### config.mk
export PLATFORM = sky130hd
export DESIGN_NAME = dma_priority_resolver_flat
export DESIGN_NICKNAME = d
export VERILOG_FILES = /design/src/rtl/dma_priority_resolver_pkg.sv /design/src/rtl/dma_priority_resolver_if.sv /design/src/rtl/dma_priority_resolver_encoder.sv /design/src/rtl/dma_priority_resolver.sv /design/src/flat_wrapper.sv
export SDC_FILE = /design/constraint.sdc
export NUM_CORES = 1
export LEC_CHECK = 0
export CAP_MARGIN = 20
export CORE_MARGIN = 2
export CORE_UTILIZATION = 40
export DETAILED_ROUTE_END_ITERATION = 8
export PLACE_DENSITY_LB_ADDON = 0.05
export RECOVER_POWER = 100
export SLEW_MARGIN = 25
export SYNTH_ARGS = -nofsm -noshare
export SYNTH_HDL_FRONTEND = slang
export SYNTH_SLANG_ARGS = --single-unit
### constraint.sdc
create_clock -name CLK -period 1.8 [get_ports CLK]
set_input_delay 0.36 -clock CLK [delete_from_list [all_inputs] [get_ports CLK]]
set_output_delay 0.36 -clock CLK [all_outputs]
set_load 0.05 [all_outputs]
### src/rtl/dma_priority_resolver_pkg.sv
// Shared types and constants for the 8237A-class DMA priority resolver.
// Holds the FSM state type, commandReg bit positions and the channel count.
package dma_pkg;

  localparam int NUM_CH = 4;
  localparam int CH_W   = 2;

  localparam int CMD_DISABLE_BIT   = 2;
  localparam int CMD_ROTATE_BIT    = 4;
  localparam int CMD_DREQ_LOW_BIT  = 6;
  localparam int CMD_DACK_HIGH_BIT = 7;

  typedef enum logic [1:0] {
    IDLE     = 2'd0,
    HOLD_REQ = 2'd1,
    ACTIVE   = 2'd2
  } pr_state_t;

  function automatic logic [NUM_CH-1:0] ch_onehot(input logic [CH_W-1:0] ch);
    return NUM_CH'(1) << ch;
  endfunction

endpackage

### src/rtl/dma_priority_resolver_if.sv
// Request/grant bundle between register block, CPU hold handshake, timing control
// and the priority resolver. The resolver uses the slave modport.
interface dma_priority_resolver_if;
  import dma_pkg::*;

  logic [NUM_CH-1:0] DREQ;
  logic              HLDA;
  logic              serviceDone;
  logic [7:0]        commandReg;
  logic [7:0]        requestReg;
  logic [7:0]        maskReg;
  logic              HRQ;
  logic [NUM_CH-1:0] DACK;
  logic [CH_W-1:0]   activeCh;
  logic              chValid;
  logic [NUM_CH-1:0] swReqClr;

  modport master (
    output DREQ, HLDA, serviceDone, commandReg, requestReg, maskReg,
    input  HRQ, DACK, activeCh, chValid, swReqClr
  );

  modport slave (
    input  DREQ, HLDA, serviceDone, commandReg, requestReg, maskReg,
    output HRQ, DACK, activeCh, chValid, swReqClr
  );

endinterface

### src/rtl/dma_priority_resolver_encoder.sv
// Combinational winner search for the DMA priority resolver (module dma_pri_encoder).
// Fixed mode searches from channel 0; rotating mode starts at pri_ptr and wraps 3->0.
module dma_pri_encoder
  import dma_pkg::*;
(
  input  logic [NUM_CH-1:0] req,
  input  logic [CH_W-1:0]   pri_ptr,
  input  logic              rotate,
  output logic [CH_W-1:0]   winner,
  output logic              any
);

  logic [CH_W-1:0] base;
  logic [CH_W-1:0] idx;
  logic            found;

  // NOTE: every signal written here gets a value before any branch, so no latch can be inferred.
  always_comb begin
    base   = rotate ? pri_ptr : '0;
    winner = base;
    idx    = base;
    found  = 1'b0;
    for (int k = 0; k < NUM_CH; k++) begin
      idx = base + CH_W'(k);
      if (!found && req[idx]) begin
        winner = idx;
        found  = 1'b1;
      end
    end
    any = |req;
  end

endmodule

### src/rtl/dma_priority_resolver.sv
// 4-channel DMA request arbiter: request qualification, HRQ/HLDA hold FSM and registered grant.
// Optional build macro DMA_PRI_DREQ_SYNC_EN inserts a 2-flop synchronizer on the DREQ pins.
module dma_priority_resolver
  import dma_pkg::*;
(
  input  logic                    CLK,
  input  logic                    RESET,
  dma_priority_resolver_if.slave  bus
);

  logic [NUM_CH-1:0] dreq_eff;

`ifdef DMA_PRI_DREQ_SYNC_EN
  logic [NUM_CH-1:0] dreq_meta_q, dreq_meta_d;
  logic [NUM_CH-1:0] dreq_sync_q, dreq_sync_d;

  always_comb begin
    dreq_meta_d = bus.DREQ;
    dreq_sync_d = dreq_meta_q;
  end

  always_ff @(posedge CLK) begin
    if (RESET) begin
      dreq_meta_q <= '0;
      dreq_sync_q <= '0;
    end else begin
      dreq_meta_q <= dreq_meta_d;
      dreq_sync_q <= dreq_sync_d;
    end
  end

  assign dreq_eff = dreq_sync_q;
`else
  assign dreq_eff = bus.DREQ;
`endif

  // Request qualification: mask applies to pins only, software requests bypass it.
  logic [NUM_CH-1:0] req;

  always_comb begin
    req = ((dreq_eff ^ {NUM_CH{bus.commandReg[CMD_DREQ_LOW_BIT]}}) & ~bus.maskReg[NUM_CH-1:0])
        | bus.requestReg[NUM_CH-1:0];
    if (bus.commandReg[CMD_DISABLE_BIT]) begin
      req = '0;
    end
  end

  pr_state_t         state_q, state_d;
  logic [CH_W-1:0]   pri_ptr_q, pri_ptr_d;
  logic              hrq_q, hrq_d;
  logic [CH_W-1:0]   active_ch_q, active_ch_d;
  logic              ch_valid_q, ch_valid_d;
  logic [NUM_CH-1:0] sw_req_clr_q, sw_req_clr_d;

  logic [CH_W-1:0]   winner;
  logic              any_req;

  dma_pri_encoder u_encoder (
    .req     (req),
    .pri_ptr (pri_ptr_q),
    .rotate  (bus.commandReg[CMD_ROTATE_BIT]),
    .winner  (winner),
    .any     (any_req)
  );

  always_comb begin
    state_d      = state_q;
    pri_ptr_d    = pri_ptr_q;
    hrq_d        = hrq_q;
    active_ch_d  = active_ch_q;
    ch_valid_d   = ch_valid_q;
    sw_req_clr_d = '0;

    unique case (state_q)
      IDLE: begin
        hrq_d      = 1'b0;
        ch_valid_d = 1'b0;
        // A lingering HLDA from the previous hold must clear before a new request.
        if (any_req && !bus.HLDA) begin
          state_d = HOLD_REQ;
          hrq_d   = 1'b1;
        end
      end

      HOLD_REQ: begin
        if (!any_req) begin
          state_d = IDLE;
          hrq_d   = 1'b0;
        end else if (bus.HLDA) begin
          state_d     = ACTIVE;
          active_ch_d = winner;
          ch_valid_d  = 1'b1;
        end
      end

      ACTIVE: begin
        // serviceDone wins over a simultaneous HLDA drop; grant is never preempted.
        if (bus.serviceDone) begin
          state_d    = IDLE;
          hrq_d      = 1'b0;
          ch_valid_d = 1'b0;
          pri_ptr_d  = active_ch_q + CH_W'(1);
          if (bus.requestReg[active_ch_q]) begin
            sw_req_clr_d = ch_onehot(active_ch_q);
          end
        end else if (!bus.HLDA) begin
          state_d    = IDLE;
          hrq_d      = 1'b0;
          ch_valid_d = 1'b0;
        end
      end

      default: begin
        state_d    = IDLE;
        hrq_d      = 1'b0;
        ch_valid_d = 1'b0;
      end
    endcase
  end

  // NOTE: sequential state uses non-blocking assignments; RESET is sampled on the clock edge.
  always_ff @(posedge CLK) begin
    if (RESET) begin
      state_q      <= IDLE;
      pri_ptr_q    <= '0;
      hrq_q        <= 1'b0;
      active_ch_q  <= '0;
      ch_valid_q   <= 1'b0;
      sw_req_clr_q <= '0;
    end else begin
      state_q      <= state_d;
      pri_ptr_q    <= pri_ptr_d;
      hrq_q        <= hrq_d;
      active_ch_q  <= active_ch_d;
      ch_valid_q   <= ch_valid_d;
      sw_req_clr_q <= sw_req_clr_d;
    end
  end

  logic [NUM_CH-1:0] dack_int;

  always_comb begin
    dack_int = ch_onehot(active_ch_q) & {NUM_CH{ch_valid_q}};
    bus.DACK = bus.commandReg[CMD_DACK_HIGH_BIT] ? dack_int : ~dack_int;
  end

  assign bus.HRQ      = hrq_q;
  assign bus.activeCh = active_ch_q;
  assign bus.chValid  = ch_valid_q;
  assign bus.swReqClr = sw_req_clr_q;

  logic unused_bits;
  assign unused_bits = ^{bus.commandReg[5], bus.commandReg[3], bus.commandReg[1:0],
                         bus.requestReg[7:NUM_CH], bus.maskReg[7:NUM_CH]};

endmodule

### src/flat_wrapper.sv
// flat-port wrapper written by rule: the top's interface ports become plain ports
module dma_priority_resolver_flat import dma_pkg::*;
  (CLK, RESET, bus_DREQ, bus_HLDA, bus_serviceDone, bus_commandReg, bus_requestReg, bus_maskReg, bus_HRQ, bus_DACK, bus_activeCh, bus_chValid, bus_swReqClr);
  dma_priority_resolver_if bus_i ();
  input  logic CLK;
  input  logic RESET;
  input wire logic [$bits(bus_i.DREQ)-1:0] bus_DREQ;
  input wire logic [$bits(bus_i.HLDA)-1:0] bus_HLDA;
  input wire logic [$bits(bus_i.serviceDone)-1:0] bus_serviceDone;
  input wire logic [$bits(bus_i.commandReg)-1:0] bus_commandReg;
  input wire logic [$bits(bus_i.requestReg)-1:0] bus_requestReg;
  input wire logic [$bits(bus_i.maskReg)-1:0] bus_maskReg;
  output wire logic [$bits(bus_i.HRQ)-1:0] bus_HRQ;
  output wire logic [$bits(bus_i.DACK)-1:0] bus_DACK;
  output wire logic [$bits(bus_i.activeCh)-1:0] bus_activeCh;
  output wire logic [$bits(bus_i.chValid)-1:0] bus_chValid;
  output wire logic [$bits(bus_i.swReqClr)-1:0] bus_swReqClr;
  assign bus_i.DREQ = bus_DREQ;
  assign bus_i.HLDA = bus_HLDA;
  assign bus_i.serviceDone = bus_serviceDone;
  assign bus_i.commandReg = bus_commandReg;
  assign bus_i.requestReg = bus_requestReg;
  assign bus_i.maskReg = bus_maskReg;
  assign bus_HRQ = bus_i.HRQ;
  assign bus_DACK = bus_i.DACK;
  assign bus_activeCh = bus_i.activeCh;
  assign bus_chValid = bus_i.chValid;
  assign bus_swReqClr = bus_i.swReqClr;
  dma_priority_resolver u_core (.CLK(CLK), .RESET(RESET), .bus(bus_i));
endmodule
Fig. 1: run 1, cells by drive strength
Scale: 8 px per micron.
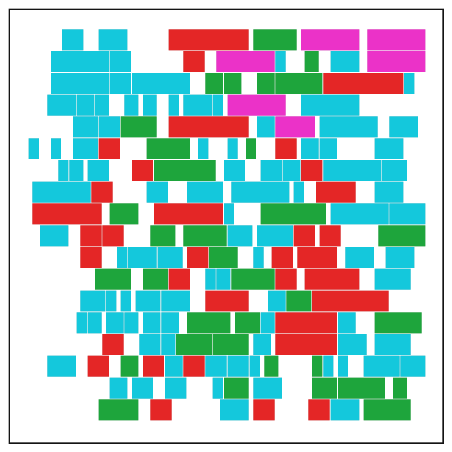
| colour | size | cells |
|---|---|---|
| green | drive 2 | 34 |
| red | drive 3 to 4 | 34 |
| magenta | drive 6 and up | 6 |
| cyan | drive 1 or less | 96 |
Layout area overhead: 75.5%
nonclk buf count: 52

Fig. 2: run 1, met2 routing
Scale: 4 px per micron.
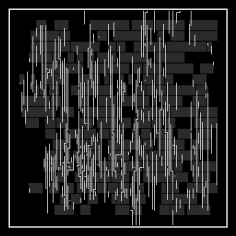
wire length on this layer: 1480 microns
share of all routed wire: 50%

Fig. 3: run 1, congestion heat map
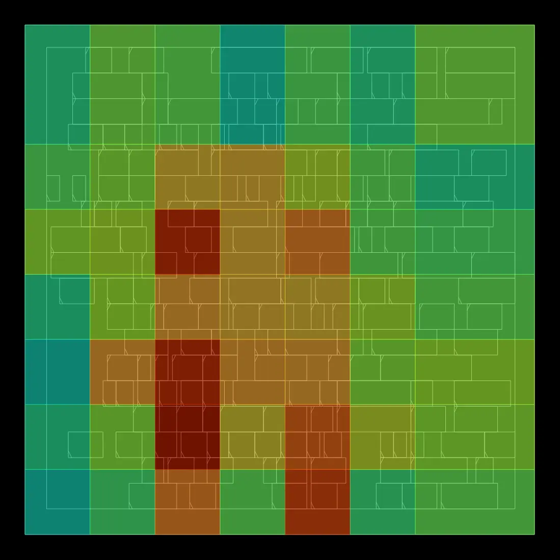
Overall Global Routing Usage: 21.8%
final design utilization: 72.3%
routing usage on met3: 5.56%
GRT met2 Usage: 38.6%

==> metrics.yaml, run 1 <==
synth.ff_latch_count: 12
clock_latency_ns: 0.28
drt_iter0_markers: 23
skew_ns: 0.00388
worst_setup_path_start_kind: "flop"
vias: 1097
leakage_nw: 0.724
grt_overflow: 0
power_frac_comb_pct: 40.5
yosys_warnings: 0
crit_path_start: "u_core.bus.activeCh[1]"
cts_hold_buf: 0
cts-root-buf: "clkbuf_4"
pre_cts_slack_ns: -0.490
max_slew_margin_pct: 60.6
finalPower_uw: 840
worstMarginPinSlew_ns: 0.594
cts_tree: "built"
core_area_sq_um: 2430
ant_nets: 0
die_width_microns: 54.1
final_cell_mix: "buf_4, clkdlybuf4s50_1, dfxtp_1"
layout_top_cell: "buf_4"
status: "completed"
p_sw_share_pct: 33.6
yosys.stat.seqShare_pct: 24.0
async_flop_share_pct: 0
instances_no_fill: 200
drive_gt1_share_pct: 43.5
grt_pass1_vias: 1036
num_rows: 18
h-tree-depth: 1
first_pass_iters: 4
port_buffers: 31
synth_area_sq_um: 1000
run 1: metrics by stage:
stage          TNS [ns]  hold slack (ns)
6_report              0            0.496
5_1_grt         -0.0489            0.532
4_1_cts         -0.0159            0.499
3_5_place_dp      -2.73            0.485
3_3_place_gp      -2.48            0.474
2_1_floorplan         0            0.439
run 1: area by class of cell:
| type | instances | area, sq um |
|---|---|---|
| sequential | 12 | 249 |
| clock buffer | 4 | 36.3 |
| fill | 199 | 673 |
| inverter | 7 | 26.3 |
| tap | 30 | 37.5 |
| multi-input combinational | 95 | 926 |
| timing repair buffer | 52 | 484 |
run 1: final timing paths:
kind | to | depth (start not counted)
worst min-delay path | u_core.state_q[0] | 1
worst min register to register | u_core.state_q[0] | 1
worst max register to register | u_core.bus.activeCh[0] | 5
worst max-delay path | bus_DACK[1] | 5
run 1: power groups by stage:
stage                     Sequential, mW  Clock (mW)  Combinational, mW
after floorplan                    0.301           0              0.140
after global placement             0.287           0              0.292
after detailed placement           0.287           0              0.296
after CTS                          0.280       0.225              0.325
after global routing               0.281       0.232              0.364
final                              0.279       0.220              0.340
run 1: repair_timing:
action / in CTS / in global routing
pin swaps: 12 / 10
buffers inserted: 2 / 1
gates resized: 27 / 22
hold endpoints to repair: 0 / 0
setup endpoints to repair: 9 / 7
run 1: cell usage after synthesis (4+ instances only):
cell type	n	area share, %
nor2_1	7	2.6
a21oi_1	9	4.5
ha_1	4	5.0
xor2_1	8	7.0
nand4_1	4	2.5
inv_1	6	2.2
nand2_1	8	3.0
nor3b_1	4	3.0
and2_1	5	3.1
dfxtp_1	12	24
run 1: kinds of logic (layout without fill, tap and decap cells):
kind of cell,after synthesis,count (layout),share of synthesized area (%)
xor gates and xnor gates,9,9,7.87
muxes,5,5,6.37
AOI/OAI and AO/OA,31,31,25.1
DFF,12,12,24.0
and+or+nand+nor,46,46,26.5
buffers and inverters,10,63,5.24
adders and majority gates,4,4,4.99
run 1: flip-flops by register name (all words and copies together), names as in the netlist:
name                 count
u_core.pri_ptr_q         2
u_core.bus.chValid       1
u_core.bus.swReqClr      4
u_core.state_q           2
u_core.bus.activeCh      2
u_core.bus.HRQ           1
run 1: worst max-delay path, stage by stage, from the launching register on:
cell and delay (ns):
dfxtp_4 0.38, inv_1 0.08, ha_1 0.22, nand2_2 0.12, xor2_4 0.17, buf_12 0.15
run 1: layer usage:
layer,track usage (%),wire length [microns]
met2,38.6,1480
met1,26.1,1210
met3,5.56,222
met5,0,0
met4,5.83,47
--- run 2 (diff from run 1) ---
--- a/config.mk
+++ b/config.mk
@@ -6,7 +6,6 @@
 export NUM_CORES = 1
 export LEC_CHECK = 0
 export CAP_MARGIN = 20
-export CORE_MARGIN = 2
 export CORE_UTILIZATION = 40
 export DETAILED_ROUTE_END_ITERATION = 8
 export PLACE_DENSITY_LB_ADDON = 0.05
==> run 2 against run 1 <==
Clock skew shrank 0.0020 ns. Critical path type is now input port to flop. Global-route usage decreased by 0.15 points. Maximum frequency fell by 0.46%. Final area is 2.2% higher. Cell count is 0.50% higher. Clock power down 2%. First-iteration DRC count up 43%. Worst hold slack improved by 0.0042 ns. Non-clock buffer count grew 3. Core utilization increased by 6.7 points. Die area down 7.3%.
==> metrics.yaml, run 2 <==
status: "completed"
h-tree-depth: 1
worstMarginPinSlew_ns: 0.589
instances_no_fill: 201
yosys.stat.seqShare_pct: 24.0
top_cells_by_count: "dfxtp_1, a21oi_1, nand2_1, xor2_1, nor2_1"
drt_iter0_markers: 33
num_rows: 17
first_pass_iters: 4
synth.ff_latch_count: 12
ant_nets: 0
yosysTopAreaCell: "dfxtp_1"
crit_path_start: "bus_requestReg[2]"
power_frac_comb_pct: 41.6
cts_tree: "built"
die_width_microns: 52.1
yosys_warnings: 0
grt_pass1_vias: 998
synth_area_sq_um: 1000
core_area_sq_um: 2280
pre_cts_slack_ns: -0.526
max_slew_margin_pct: 60.9
p_sw_share_pct: 33.5
layout_top_cell: "buf_4"
syn2layout_area_growth_pct: 79.4
area_leaders: "dfxtp_1, xor2_1, ha_1"
==> run 2: cell counts after synthesis <==
Identical to the previous run, type by type.
==> run 2: area by class of cell <==
type                            instances  area, sq um  share of cell area, %
Sequential cell                        12          250                   13.9
Timing Repair Buffer                   55          505                   28.1
Inverter                                7         26.3                   1.46
Clock buffer                            4         36.3                   2.02
Multi-Input combinational cell         95          945                   52.5
Tap cell                               28         35.0                   1.95
==> run 2: worst paths after layout <==
check | end | slack (ns) | depth (start not counted)
setup / recovery | u_core.bus.activeCh[0] | 0.04 | 7
hold reg to reg | u_core.state_q[0] | 0.50 | 1
hold / removal | u_core.state_q[0] | 0.50 | 1
setup reg to reg | u_core.bus.activeCh[1] | 0.14 | 6
==> run 2: what timing repair did <==
action / 4_1_cts / 5_1_grt
gates resized: 26 / 31
hold buffers: 0 / 0
cloned: 0 / 0
pin swaps: 11 / 9
buffers inserted: 3 / 4
endpoints found under the setup margin: 9 / 8
==> run 2: cell families (layout without fill, tap and decap cells) <==
kind of cell    after synthesis  count (layout)  share of synthesized area (%)
simple gates                 46              46                           26.5
compound gates               31              31                           25.1
flops                        12              12                           24.0
buf+inv                      10              66                           5.24
xor+xnor                      9               9                           7.87
mux                           5               5                           6.37
fa+ha+maj                     4               4                           4.99
==> run 2: stage by stage <==
| stage | cell area [sq um] | hold WS [ns] | setup TNS [ns] |
|---|---|---|---|
| 2_1_floorplan | 1070 | 0.439 | 0 |
| 6_report | 1800 | 0.500 | 0 |
| 3_5_place_dp | 1560 | 0.494 | -2.73 |
| 4_1_cts | 1710 | 0.505 | 0 |
| 3_3_place_gp | 1560 | 0.473 | -2.35 |
| 5_1_grt | 1800 | 0.527 | -0.0231 |
==> run 2: power groups by stage <==
stage	registers (mW)	clock network (mW)	logic (mW)
floorplan	0.301	0	0.140
global placement	0.288	0	0.290
detailed placement	0.288	0	0.296
CTS	0.281	0.218	0.329
global route	0.282	0.230	0.371
finish	0.280	0.215	0.353
==> run 2: routing by layer <==
metal / share of wire [%] / vias to the layer above
li1: - / 544
met1: 43 / 532
met2: 48 / 49
met3: 7.8 / 6
met4: 1.1 / 0
met5: 0 / -
==> run 2: worst max-delay path, cell delays in order <==
cell and delay, ns:
clkdlybuf4s50_1 0.47, nor2b_1 0.21, a21oi_2 0.09, mux2i_2 0.23, o22ai_4 0.12, a41o_1 0.26, o31ai_2 0.22
Fig. 4: run 2, the metal 3 layer
Scale: 6 px per micron.
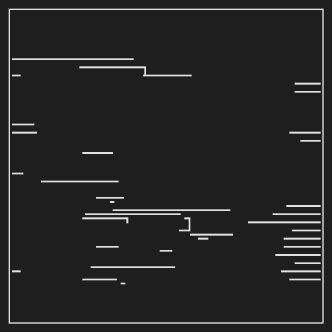
longest straight run: 20.0 microns
share of all routed wire: 7.8%
main direction: horizontal
nets with wire on the layer: 33

Fig. 5: run 2, congestion heat map
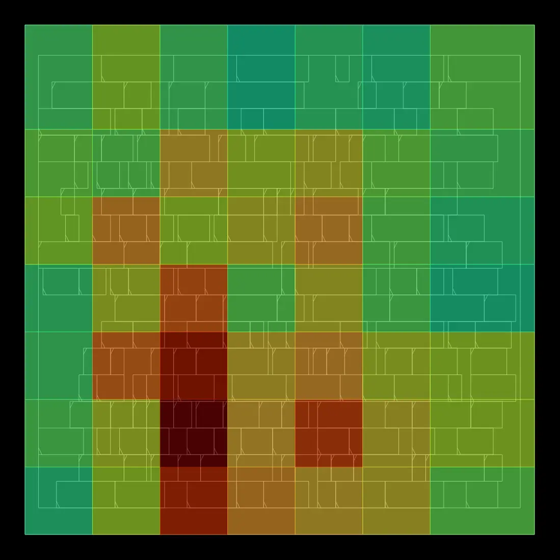
GRT met1 Usage: 27.8%
GRT met2 Usage: 36.3%
GR peak layer: met2
Wirelength per Cell: 14.9 microns
final design utilization: 79.0%

No activity file was given, so power comes from the tool's default toggle rates.
